==> config.mk <==
export PLATFORM = sky130hd
export DESIGN_NAME = mem_rr_ctrl
export DESIGN_NICKNAME = d
export VERILOG_FILES = /design/src/rtl/mem_ctrl_pkg.sv /design/src/rtl/rr_arbiter.sv /design/src/rtl/mem_rr_ctrl.sv
export SDC_FILE = /design/constraint.sdc
export NUM_CORES = 1
export LEC_CHECK = 0
export ABC_AREA = 1
export CAP_MARGIN = 20
export CORE_UTILIZATION = 47
export CTS_BUF_LIST = sky130_fd_sc_hd__clkbuf_4 sky130_fd_sc_hd__clkbuf_8 sky130_fd_sc_hd__clkbuf_16
export CTS_CLUSTER_DIAMETER = 200
export DETAILED_ROUTE_END_ITERATION = 8
export GPL_TIMING_DRIVEN = 0
export PLACE_DENSITY = 0.95
export SYNTH_ARGS = -nofsm -noshare
export SYNTH_HDL_FRONTEND = slang
export SYNTH_SLANG_ARGS = --single-unit
export TNS_END_PERCENT = 20
==> constraint.sdc <==
create_clock -name clk -period 3.45 [get_ports clk]
set_input_delay 0.345 -clock clk [delete_from_list [all_inputs] [get_ports clk]]
set_output_delay 0.345 -clock clk [all_outputs]
set_load 0.02 [all_outputs]
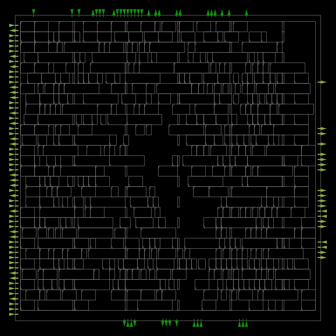
**Above:** placement view.
fill cell total of the finished layout: 442
flip-flop and latch count: 54
Cell Rows: 28
final cell count without fillers: 584
final core occ: 72.7%

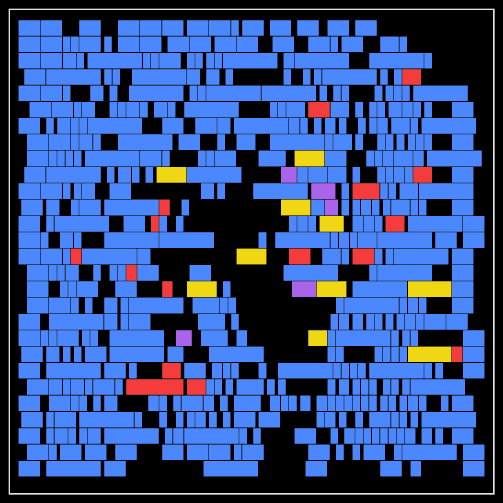
**Above:** drive-strength map.
Scale: 6 px per micron.
Blue is x1 and smaller, cells 478, most used nand2_1. Purple is x3 and x4, cells 5. Red is x2, cells 16, most used buf_2. Yellow is x6 and larger, cells 10, most used clkbuf_8.
growth of design area from synthesis to finish: 48.6%
worst setup slack after layout: 0.884 ns
number of signal-net buffers in the layout: 132
Layout Cell Area excl Fill: 4310 sq um

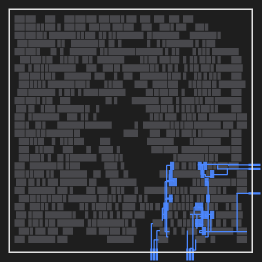
**Above:** port wiring.
Scale: 3 px per micron.
Blue is `mem_data_out`, direction input, edge 6 south, 3 east, end cells 21, buffers 9, wire 243 microns.
# IOs: 118
IO buf count: 117

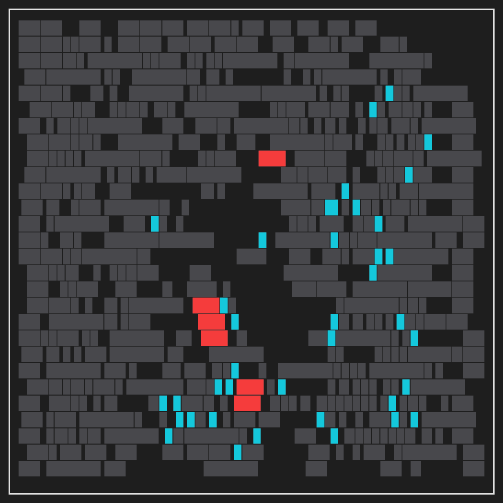
**Above:** logic cells by family.
Scale: 6 px per micron.
Red is fa/ha/maj cells, cells 6, most used ha_1. Cyan is inv cells, cells 38, most used inv_1.
combinational fraction of the cell area: 31.1%
most frequent logic cell in the layout: sky130_fd_sc_hd__nand2_1

==> summary.txt <==
The synthesis and PnR run went through. Counting stages on the worst path, the most repeated cell is sky130_fd_sc_hd__clkdlybuf4s50_1. The worst setup path is of the primary input to primary output kind. Of all flip-flops after synthesis, the portion carrying an async set or reset was 100%.

The routed design uses 612 microns of met3 wire. Hold-check failures listed in the final report amount to 0. The via count of the first global-routing pass is 3044. The power report attributes to the combinational group a share of 52.4%. Total sequential power landed at 0.00105 W.

The flow ran to the end, and the final reports show no timing, DRC or antenna violations. Clock input transition at the sequential cells of the worst setup and hold paths landed at 0.09 ns. After synthesis, the mean cell area works out to 7.61 sq um.

Minimum setup slack among reg-to-reg paths landed at 1.60 ns. The net count of the finished layout is 577. Per the power-grid run, VDD falls by no more than 0.499 mV. Sum of routed wire segments on met1 landed at 3010 microns.

Critical path data required time landed at 3.11 ns. Layout clock buffer count landed at 6. The critical path's slowest stage uses the library cell sky130_fd_sc_hd__clkdlybuf4s50_1.

The biggest slice of the area belongs to sequential cells. Global placer's final weighted congestion landed at 0.846. The number of setup buffers added after CTS is 0. For reference, XOR and XNOR gates occupy 3.93% of the area reported after synthesis. Total cell area at the placement stage landed at 4200 sq um. The die is 80.5 microns wide. The number of different library cells used by synthesis comes to 28. Using the TritonRoute via totals, the vias-per-cell ratio works out to 5.15.
Power figures rest on the tool's default switching activity, not on a simulated workload.
